run_1/power_grid.png
The bar under the picture is 20 µm long. Pins as bars on the die edge.
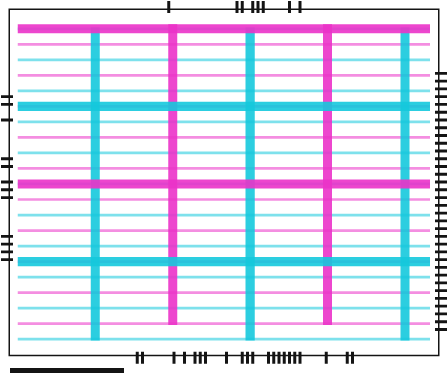
run_1/placement_by_type.png
The bar under the picture is 20 µm long.
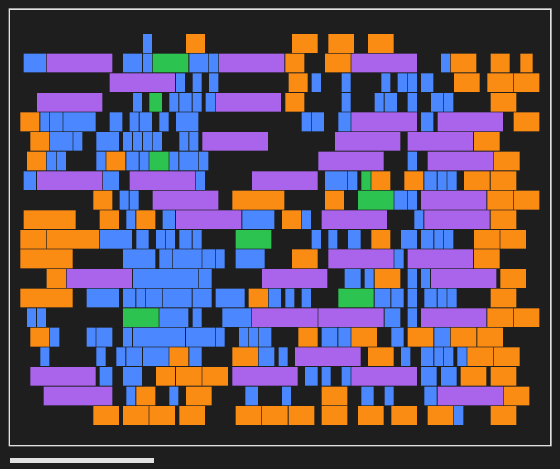
run_1/clk_routes.png
The bar under the picture is 20 µm long.
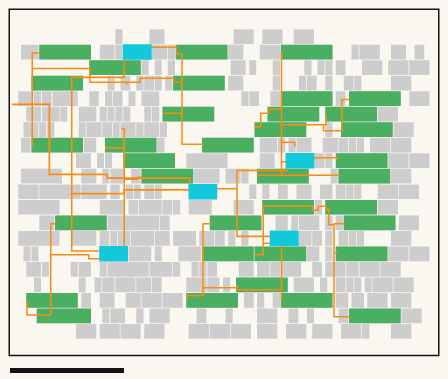
run_1/wires.png
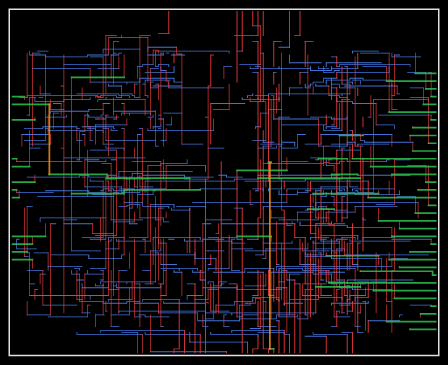
File: config.mk
export PLATFORM = sky130hd
export DESIGN_NAME = alu_arbiter_flat
export DESIGN_NICKNAME = d
export VERILOG_FILES = /design/src/rtl/alu_arbiter_if.sv /design/src/rtl/alu_arbiter.sv /design/src/flat_wrapper.sv
export SDC_FILE = /design/constraint.sdc
export NUM_CORES = 1
export LEC_CHECK = 0
export ABC_AREA = 1
export CAP_MARGIN = 20
export CORE_ASPECT_RATIO = 0.8
export CORE_UTILIZATION = 43
export DETAILED_ROUTE_END_ITERATION = 8
export PLACE_DENSITY = 0.8
export SLEW_MARGIN = 40
export SYNTH_ARGS = -nofsm -noshare
export SYNTH_HDL_FRONTEND = slang
export SYNTH_SLANG_ARGS = --single-unit
File: constraint.sdc
create_clock -name clk -period 1.9 [get_ports clk]
set_input_delay 0.38 -clock clk [delete_from_list [all_inputs] [get_ports clk]]
set_output_delay 0.38 -clock clk [all_outputs]
set_load 0.05 [all_outputs]
File: src/rtl/alu_arbiter_if.sv
// Bundle of requester, shared-ALU and response signals for alu_arbiter.
// slave is the arbiter's view; master is the surrounding requesters/ALU/consumer.
interface alu_arbiter_if #(
    parameter int Width   = 4,
    parameter int OpWidth = 4
);
    logic                 req0_valid;
    logic                 req1_valid;
    logic                 req0_ready;
    logic                 req1_ready;
    logic [Width-1:0]     req0_a;
    logic [Width-1:0]     req0_b;
    logic [Width-1:0]     req1_a;
    logic [Width-1:0]     req1_b;
    logic [OpWidth-1:0]   req0_op;
    logic [OpWidth-1:0]   req1_op;

    logic [Width-1:0]     alu_a;
    logic [Width-1:0]     alu_b;
    logic [OpWidth-1:0]   alu_op;
    logic                 alu_enable;
    logic [2*Width-1:0]   alu_out;
    logic                 alu_cout;
    logic                 alu_borrow;

    logic                 rsp_valid;
    logic                 rsp_ready;
    logic [2*Width-1:0]   rsp_data;
    logic                 rsp_id;
    logic                 rsp_cout;
    logic                 rsp_borrow;
    logic                 rsp_err;
    logic [7:0]           done_cnt;

    modport slave (
        input  req0_valid, req1_valid, req0_a, req0_b, req1_a, req1_b, req0_op, req1_op,
        input  alu_out, alu_cout, alu_borrow, rsp_ready,
        output req0_ready, req1_ready, alu_a, alu_b, alu_op, alu_enable,
        output rsp_valid, rsp_data, rsp_id, rsp_cout, rsp_borrow, rsp_err, done_cnt
    );

    modport master (
        output req0_valid, req1_valid, req0_a, req0_b, req1_a, req1_b, req0_op, req1_op,
        output alu_out, alu_cout, alu_borrow, rsp_ready,
        input  req0_ready, req1_ready, alu_a, alu_b, alu_op, alu_enable,
        input  rsp_valid, rsp_data, rsp_id, rsp_cout, rsp_borrow, rsp_err, done_cnt
    );
endinterface

File: src/rtl/alu_arbiter.sv
// Round-robin arbiter sharing one registered ALU between two requesters,
// returning one response at a time with a saturating completion counter.
module alu_arbiter #(
    parameter int Width   = 4,
    parameter int OpWidth = 4
) (
    input logic          clk,
    input logic          arst,
    alu_arbiter_if.slave bus
);

    typedef enum logic [1:0] {IDLE, ISSUE, CAPTURE, RESP} state_t;

    state_t               state;
    state_t               state_nx;

    logic                 last_grant;
    logic [Width-1:0]     a_q;
    logic [Width-1:0]     b_q;
    logic [OpWidth-1:0]   op_q;
    logic [2*Width-1:0]   rsp_data_q;
    logic                 rsp_id_q;
    logic                 rsp_cout_q;
    logic                 rsp_borrow_q;
    logic                 rsp_err_q;
    logic [7:0]           done_q;

    logic                 grant0;
    logic                 grant1;
    logic                 ready0;
    logic                 ready1;
    logic                 accept;
    logic                 enable;
    logic                 rsp_valid;
    logic [Width-1:0]     sel_a;
    logic [Width-1:0]     sel_b;
    logic [OpWidth-1:0]   sel_op;
    logic                 sel_legal;

    // On a tie the requester that did not win last time is granted.
    assign grant0 = bus.req0_valid && (!bus.req1_valid || last_grant);
    assign grant1 = bus.req1_valid && (!bus.req0_valid || !last_grant);

    assign sel_a     = grant1 ? bus.req1_a  : bus.req0_a;
    assign sel_b     = grant1 ? bus.req1_b  : bus.req0_b;
    assign sel_op    = grant1 ? bus.req1_op : bus.req0_op;
    assign sel_legal = (sel_op <= OpWidth'(9));
    assign accept    = ready0 || ready1;

    always_ff @(posedge clk or negedge arst) begin
        if (!arst) begin
            state <= IDLE;
        end else begin
            state <= state_nx;
        end
    end

    always_comb begin
        state_nx  = state;
        ready0    = 1'b0;
        ready1    = 1'b0;
        enable    = 1'b0;
        rsp_valid = 1'b0;
        case (state)
            IDLE: begin
                ready0 = grant0;
                ready1 = grant1;
                if (grant0 || grant1) begin
                    state_nx = sel_legal ? ISSUE : RESP;
                end
            end
            ISSUE: begin
                enable   = 1'b1;
                state_nx = CAPTURE;
            end
            CAPTURE: begin
                state_nx = RESP;
            end
            RESP: begin
                rsp_valid = 1'b1;
                if (bus.rsp_ready) begin
                    state_nx = IDLE;
                end
            end
            default: state_nx = IDLE;
        endcase
    end

    always_ff @(posedge clk or negedge arst) begin
        if (!arst) begin
            last_grant   <= 1'b1;
            a_q          <= '0;
            b_q          <= '0;
            op_q         <= '0;
            rsp_data_q   <= '0;
            rsp_id_q     <= 1'b0;
            rsp_cout_q   <= 1'b0;
            rsp_borrow_q <= 1'b0;
            rsp_err_q    <= 1'b0;
            done_q       <= '0;
        end else begin
            if (accept) begin
                a_q        <= sel_a;
                b_q        <= sel_b;
                op_q       <= sel_op;
                last_grant <= grant1;
                rsp_id_q   <= grant1;
                // Illegal opcodes bypass the ALU; their response is fixed here.
                if (!sel_legal) begin
                    rsp_data_q   <= '0;
                    rsp_err_q    <= 1'b1;
                    rsp_cout_q   <= 1'b0;
                    rsp_borrow_q <= 1'b0;
                end
            end
            if (state == CAPTURE) begin
                rsp_data_q   <= bus.alu_out;
                rsp_cout_q   <= bus.alu_cout;
                rsp_borrow_q <= bus.alu_borrow;
                rsp_err_q    <= 1'b0;
            end
            if (rsp_valid && bus.rsp_ready && (done_q != 8'hFF)) begin
                done_q <= done_q + 8'd1;
            end
        end
    end

    assign bus.req0_ready = ready0;
    assign bus.req1_ready = ready1;
    assign bus.alu_a      = a_q;
    assign bus.alu_b      = b_q;
    assign bus.alu_op     = op_q;
    assign bus.alu_enable = enable;
    assign bus.rsp_valid  = rsp_valid;
    assign bus.rsp_data   = rsp_data_q;
    assign bus.rsp_id     = rsp_id_q;
    assign bus.rsp_cout   = rsp_cout_q;
    assign bus.rsp_borrow = rsp_borrow_q;
    assign bus.rsp_err    = rsp_err_q;
    assign bus.done_cnt   = done_q;

endmodule

File: src/flat_wrapper.sv
// flat-port wrapper written by rule: the top's interface ports become plain ports
module alu_arbiter_flat 
#(
    parameter int Width   = 4,
    parameter int OpWidth = 4
)
  (clk, arst, bus_req0_valid, bus_req1_valid, bus_req0_a, bus_req0_b, bus_req1_a, bus_req1_b, bus_req0_op, bus_req1_op, bus_alu_out, bus_alu_cout, bus_alu_borrow, bus_rsp_ready, bus_req0_ready, bus_req1_ready, bus_alu_a, bus_alu_b, bus_alu_op, bus_alu_enable, bus_rsp_valid, bus_rsp_data, bus_rsp_id, bus_rsp_cout, bus_rsp_borrow, bus_rsp_err, bus_done_cnt);
  alu_arbiter_if #(.Width(Width), .OpWidth(OpWidth)) bus_i ();
  input logic clk;
  input logic arst;
  input wire logic [$bits(bus_i.req0_valid)-1:0] bus_req0_valid;
  input wire logic [$bits(bus_i.req1_valid)-1:0] bus_req1_valid;
  input wire logic [$bits(bus_i.req0_a)-1:0] bus_req0_a;
  input wire logic [$bits(bus_i.req0_b)-1:0] bus_req0_b;
  input wire logic [$bits(bus_i.req1_a)-1:0] bus_req1_a;
  input wire logic [$bits(bus_i.req1_b)-1:0] bus_req1_b;
  input wire logic [$bits(bus_i.req0_op)-1:0] bus_req0_op;
  input wire logic [$bits(bus_i.req1_op)-1:0] bus_req1_op;
  input wire logic [$bits(bus_i.alu_out)-1:0] bus_alu_out;
  input wire logic [$bits(bus_i.alu_cout)-1:0] bus_alu_cout;
  input wire logic [$bits(bus_i.alu_borrow)-1:0] bus_alu_borrow;
  input wire logic [$bits(bus_i.rsp_ready)-1:0] bus_rsp_ready;
  output wire logic [$bits(bus_i.req0_ready)-1:0] bus_req0_ready;
  output wire logic [$bits(bus_i.req1_ready)-1:0] bus_req1_ready;
  output wire logic [$bits(bus_i.alu_a)-1:0] bus_alu_a;
  output wire logic [$bits(bus_i.alu_b)-1:0] bus_alu_b;
  output wire logic [$bits(bus_i.alu_op)-1:0] bus_alu_op;
  output wire logic [$bits(bus_i.alu_enable)-1:0] bus_alu_enable;
  output wire logic [$bits(bus_i.rsp_valid)-1:0] bus_rsp_valid;
  output wire logic [$bits(bus_i.rsp_data)-1:0] bus_rsp_data;
  output wire logic [$bits(bus_i.rsp_id)-1:0] bus_rsp_id;
  output wire logic [$bits(bus_i.rsp_cout)-1:0] bus_rsp_cout;
  output wire logic [$bits(bus_i.rsp_borrow)-1:0] bus_rsp_borrow;
  output wire logic [$bits(bus_i.rsp_err)-1:0] bus_rsp_err;
  output wire logic [$bits(bus_i.done_cnt)-1:0] bus_done_cnt;
  assign bus_i.req0_valid = bus_req0_valid;
  assign bus_i.req1_valid = bus_req1_valid;
  assign bus_i.req0_a = bus_req0_a;
  assign bus_i.req0_b = bus_req0_b;
  assign bus_i.req1_a = bus_req1_a;
  assign bus_i.req1_b = bus_req1_b;
  assign bus_i.req0_op = bus_req0_op;
  assign bus_i.req1_op = bus_req1_op;
  assign bus_i.alu_out = bus_alu_out;
  assign bus_i.alu_cout = bus_alu_cout;
  assign bus_i.alu_borrow = bus_alu_borrow;
  assign bus_i.rsp_ready = bus_rsp_ready;
  assign bus_req0_ready = bus_i.req0_ready;
  assign bus_req1_ready = bus_i.req1_ready;
  assign bus_alu_a = bus_i.alu_a;
  assign bus_alu_b = bus_i.alu_b;
  assign bus_alu_op = bus_i.alu_op;
  assign bus_alu_enable = bus_i.alu_enable;
  assign bus_rsp_valid = bus_i.rsp_valid;
  assign bus_rsp_data = bus_i.rsp_data;
  assign bus_rsp_id = bus_i.rsp_id;
  assign bus_rsp_cout = bus_i.rsp_cout;
  assign bus_rsp_borrow = bus_i.rsp_borrow;
  assign bus_rsp_err = bus_i.rsp_err;
  assign bus_done_cnt = bus_i.done_cnt;
  alu_arbiter #(.Width(Width), .OpWidth(OpWidth)) u_core (.clk(clk), .arst(arst), .bus(bus_i));
endmodule
==> flow.log, run 1 <==
[flow] final metrics
INFO  metric status = finished clean
INFO  metric gpl.final_weighted_congestion = 0.768
INFO  metric post_synth.cell_area_avg = 8.78 µm²
INFO  metric post_route_cells_drive_above_1_share = 19.2%
INFO  metric port-buffer-count = 74
INFO  metric final.setup.worst_slack = 0.0552 ns
INFO  metric layout.cells.largest_class = registers
INFO  metric comb_area_share = 29.4%
INFO  metric reported_sequential_group_power = 1320 µW
INFO  metric multiInputGateArea = 806 µm²
INFO  metric dp_cells = 337
INFO  metric crit_path_cell_trace = clkdlybuf4s50_1
INFO  metric yosys.stat.seqShare = 47.8%
INFO  metric totalPowerFinal = 4990 µW
INFO  metric cts-buffers-inserted = 5
INFO  metric drv_slew = 0
INFO  metric period_needed = 1.84 ns
INFO  metric detailedRoute.firstPassIterationCount = 4
INFO  metric place_ws = 0.0678 ns
INFO  metric synth-warning-count = 0
INFO  metric top_level_ports = 75
INFO  metric final.period_utilization = 97.1%
INFO  metric grt_pass1_vias = 1511
INFO  metric die_h = 60.4 µm
INFO  metric grt_start_max_net_pins = 36
INFO  metric layout.clock.cell_area_share = 3.11%
INFO  metric ys_dominant_reg_cell = dfrtp_1
INFO  metric num-fill-cells = 306
INFO  metric asyncSetResetFlopFracSynth = 100%
INFO  metric grt.overflow.total = 0
INFO  metric combinational_cell_power = 3140 µW
INFO  metric end_kind = primary output
INFO  metric ctsLongestPathBuffers = 2
INFO  metric power.share.clock = 10.6%
INFO  metric finClkSkew = 0.00785 ns
INFO  metric timing_worst_slew_pin_value = 0.498 ns
INFO  metric hold-worst-slack = 0.116 ns
INFO  metric synth_largest_type_area_fraction = 46.4%
INFO  metric detail_route.drc_violations = 0
INFO  metric die.size.x = 75.0 µm
INFO  metric h-tree-depth = 2
INFO  metric largest_area_cell = dfrtp_1
INFO  metric buffer_area_share = 30.2%
INFO  metric most_common_cell = nand2_1
INFO  metric yosys_cells = 209
INFO  metric finish.net_count = 336
INFO  metric slowest_stage = clkdlybuf4s50_1
INFO  metric cellLeakagePower = 0.00132 µW
INFO  metric path_clk_slew = 0.07 ns
## Picture notes: power_grid.png
- VSS: cyan
- VDD: magenta
- rows: 20
- met5 straps: 4

## Picture notes: placement_by_type.png
- combinational and other logic: blue (cells 165)
- other buffers and delay cells: orange (cells 84)
- flops: purple (cells 35)
- clock drivers and dummy loads: green (cells 8)
Cell Rows: 20
final standard cell utilization of the core: 69.7%
final design area excluding fillers: 0.00274 mm²

## Picture notes: clk_routes.png
- clock wires: orange (length 472 µm)
- flip-flops: green (count 35)
- clock drivers: cyan (count 5)
- flops lie: spread over the die
- routed clock nets: 6

## Picture notes: wires.png
- metal 3: green (wire length 381 µm)
- metal 1: blue (wire length 2080 µm)
- metal 4: orange (wire length 44.9 µm)
- metal 2: red (wire length 2020 µm)

## run 1: path summary, 6_finish.rpt
kind	to	cells after the start	slack, ns	from
min reg2reg	u_core.bus.rsp_id	2	0.48	u_core.bus.rsp_id
min	u_core.bus.rsp_data[7]	2	0.12	arst
max	bus_alu_b[1]	1	0.06	u_core.bus.alu_b[1]
max in group asynchronous	u_core.last_grant	2	1.43	arst
min in group clk	u_core.bus.rsp_id	2	0.48	u_core.bus.rsp_id
max reg2reg	u_core.bus.rsp_data[4]	11	0.35	u_core.state[1]
## run 1: logic make-up after synthesis
logic type                 synth area share, %
adders and majority gates                 4.09
DFF                                       47.8
xor gates and xnor gates                  1.91
buffers and inverters                     8.94
AOI/OAI and AO/OA                         6.82
and+or+nand+nor                           30.4
## run 1: routing by layer
layer	track usage [%]	share of wire [%]	vias up
met5	0	0	-
met4	8.63	0.97	0
met3	4.65	8.4	4
met2	31.5	45	74
met1	26.5	46	799
li1	-	-	837
## run 1: cell usage in the layout (no fill, tap or decap), types with 2 or more instances in the layout
cell type / synthesis / routed
dfrtp_1: 34 / 34
nand3_1: 24 / 24
nand2_1: 55 / 55
clkdlybuf4s50_1: 0 / 54
xor2_1: 3 / 3
nand3b_1: 5 / 5
inv_1: 16 / 15
buf_12: 1 / 5
nand2_2: 3 / 3
ha_1: 6 / 5
buf_4: 1 / 24
o21ai_1: 5 / 5
clkbuf_8: 0 / 5
a31oi_1: 9 / 9
nor2_1: 16 / 16
o21ai_0: 2 / 2
inv_2: 3 / 4
a21oi_1: 5 / 5
nand2_4: 7 / 7
## run 1: what timing repair did
action | 4_1_cts | 5_1_grt
setup endpoints to repair | 1 | 2
gates resized | 1 | 2
buffers inserted | 0 | 2
gates cloned | 0 | 0
run_1/congestion.png
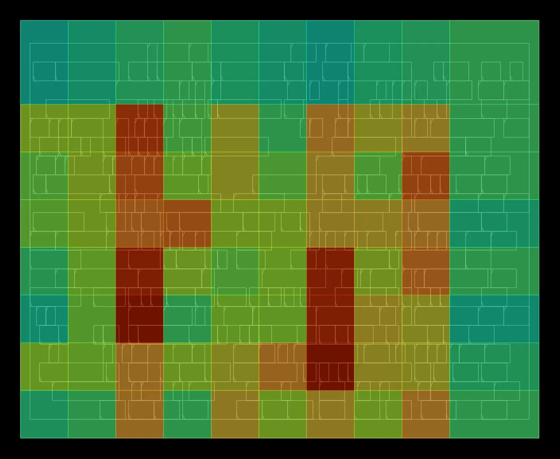

--- run 2 (diff from run 1) ---
--- a/config.mk
+++ b/config.mk
@@ -8,9 +8,8 @@
 export ABC_AREA = 1
 export CAP_MARGIN = 20
 export CORE_ASPECT_RATIO = 0.8
-export CORE_UTILIZATION = 43
+export CORE_UTILIZATION = 27
 export DETAILED_ROUTE_END_ITERATION = 8
-export PLACE_DENSITY = 0.8
 export SLEW_MARGIN = 40
 export SYNTH_ARGS = -nofsm -noshare
 export SYNTH_HDL_FRONTEND = slang
==> constraint.sdc (replaced) <==
create_clock -name clk -period 2.2 [get_ports clk]
set_input_delay 0.44 -clock clk [delete_from_list [all_inputs] [get_ports clk]]
set_output_delay 0.44 -clock clk [all_outputs]
set_load 0.05 [all_outputs]
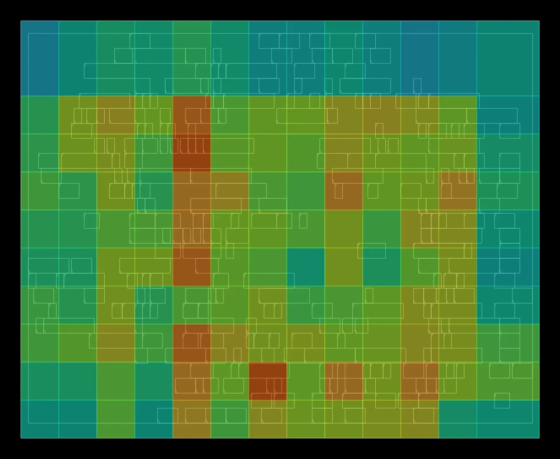
run_2/congestion.png
GRT met1 Usage: 17.1%
met3 Use GR: 3.39%
layer with the highest usage after global routing: met2
GRT Overall Usage: 13.2%

==> run 2 against run 1 <==
  * Design area is 0.50% higher
  * Synthesized cell count stayed put
  * Via count is 4.7% lower
  * Global-route usage is 6.7 points lower
  * Core utilization is 27 points lower
  * Final cell count is 6.9% higher
  * Critical path depth stayed put
  * Critical endpoint is now bus_done_cnt[5]
==> flow.log, run 2 <==
[flow] final metrics
INFO  metric status = finished clean
INFO  metric gr-usage-met2 = 21.3%
INFO  metric cell_rows = 26
INFO  metric synth_largest_type_area_fraction = 46.4%
INFO  metric gpl.final_weighted_congestion = 0.707
INFO  metric detail_route.drc_violations = 0
INFO  metric post-cts-setup-buffers = 0
INFO  metric end_kind = primary output
INFO  metric final.period_utilization = 89.5%
INFO  metric port-buffer-count = 74
INFO  metric grt_pass1_vias = 1582
INFO  metric r2r_slack = 0.58 ns
INFO  metric yosys_cells = 209
INFO  metric dp_cells = 364
INFO  metric path_clk_slew = 0.07 ns
INFO  metric largest_area_cell = dfrtp_1
INFO  metric r2r.worst_path.cells = 9
INFO  metric asyncSetResetFlopFracSynth = 100%
INFO  metric grt_start_max_net_pins = 36
INFO  metric final_util = 42.5%
INFO  metric drv_slew = 0
INFO  metric finClkSkew = 0.00311 ns
INFO  metric detailedRoute.firstPassIterationCount = 4
INFO  metric ctsResizeCount = 0
INFO  metric yosys.stat.seqShare = 47.8%
INFO  metric worst_r2r_dst = u_core.bus.alu_b[1]
INFO  metric synth-warning-count = 0
INFO  metric period_needed = 1.97 ns
INFO  metric final_layout_top_logic_cell = clkdlybuf4s50_1
INFO  metric cts-buffers-inserted = 5
INFO  metric timing.critical_path.from = u_core.bus.done_cnt[5]
INFO  metric top_level_ports = 75
INFO  metric finish.net_count = 332
INFO  metric ys_dominant_reg_cell = dfrtp_1
INFO  metric h-tree-depth = 2
INFO  metric grt.overflow.total = 0
INFO  metric post_route_cells_drive_above_1_share = 11.8%
INFO  metric die.size.x = 94.2 µm
INFO  metric hold-worst-slack = 0.100 ns
INFO  metric crit_path_cell_trace = clkdlybuf4s50_1
INFO  metric final_cell_mix = 69 x clkdlybuf4s50_1, 55 x nand2_1, 34 x dfrtp_1, 24 x nand3_1
INFO  metric die_h = 75.7 µm
INFO  metric most_common_cell = nand2_1
INFO  metric slowest_stage = clkdlybuf4s50_1
INFO  metric timing_worst_slew_pin_value = 0.524 ns
INFO  metric final.setup.worst_slack = 0.231 ns
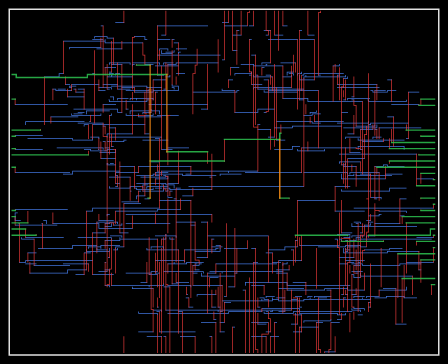
run_2/wires.png
- metal 3: green (wire length 266 µm)
- metal 2: red (wire length 1980 µm)
- metal 4: orange (wire length 59.2 µm)
- metal 1: blue (wire length 2140 µm)
routed vias: 1633
WL per Instance: 12.0 µm
wire length after detailed routing: 4.44 mm

## run 2: area by class of cell
class                           instances  area [µm²]
Sequential cell                        35         877
Clock buffer                            6        72.6
Inverter                               20        75.1
Tap cell                               84         105
Multi-Input combinational cell        145         793
Fill cell                             677        3720
Timing Repair Buffer                   80         798
Clock inverter                          1        30.0
## run 2: through the flow
step           total power, µW  instance area [µm²]
2_1_floorplan             2920                 1830
3_3_place_gp              3730                 2650
3_5_place_dp              3750                 2650
4_1_cts                   4330                 2750
5_1_grt                   4560                 2750
6_report                  4280                 2750
## run 2: logic make-up (layout without fill, tap and decap cells)
kind of cell,after synthesis,in the layout,synth area share (%)
and+or+nand+nor,113,113,30.4
DFF,35,35,47.8
buffers and inverters,29,107,8.94
AOI/OAI and AO/OA,22,22,6.82
adders and majority gates,6,6,4.09
xor gates and xnor gates,4,4,1.91
## run 2: routing by layer
layer / routed length (µm) / up-vias / share of wire, %
met2: 1980 / 48 / 45
li1: - / 823 / -
met1: 2140 / 755 / 48
met5: 0 / - / 0
met4: 59 / 0 / 1.3
met3: 266 / 7 / 6.0
## run 2: where the power goes
part           internal [µW]  leakage, µW  switching [µW]
registers                946     0.000424             189
logic                    881     0.000807            1700
clock network            332    0.0000513             225
total                   2160      0.00128            2120
## run 2: worst max path at each step
stage	end	cells after the start
5_1_grt	bus_req0_ready	7
6_report	bus_done_cnt[5]	1
3_3_place_gp	u_core.bus.rsp_data[3]	9
2_1_floorplan	u_core.bus.done_cnt[0]	6
3_5_place_dp	u_core.bus.rsp_data[4]	9
4_1_cts	bus_done_cnt[5]	1
Power figures rest on the tool's default switching activity, not on a simulated workload.
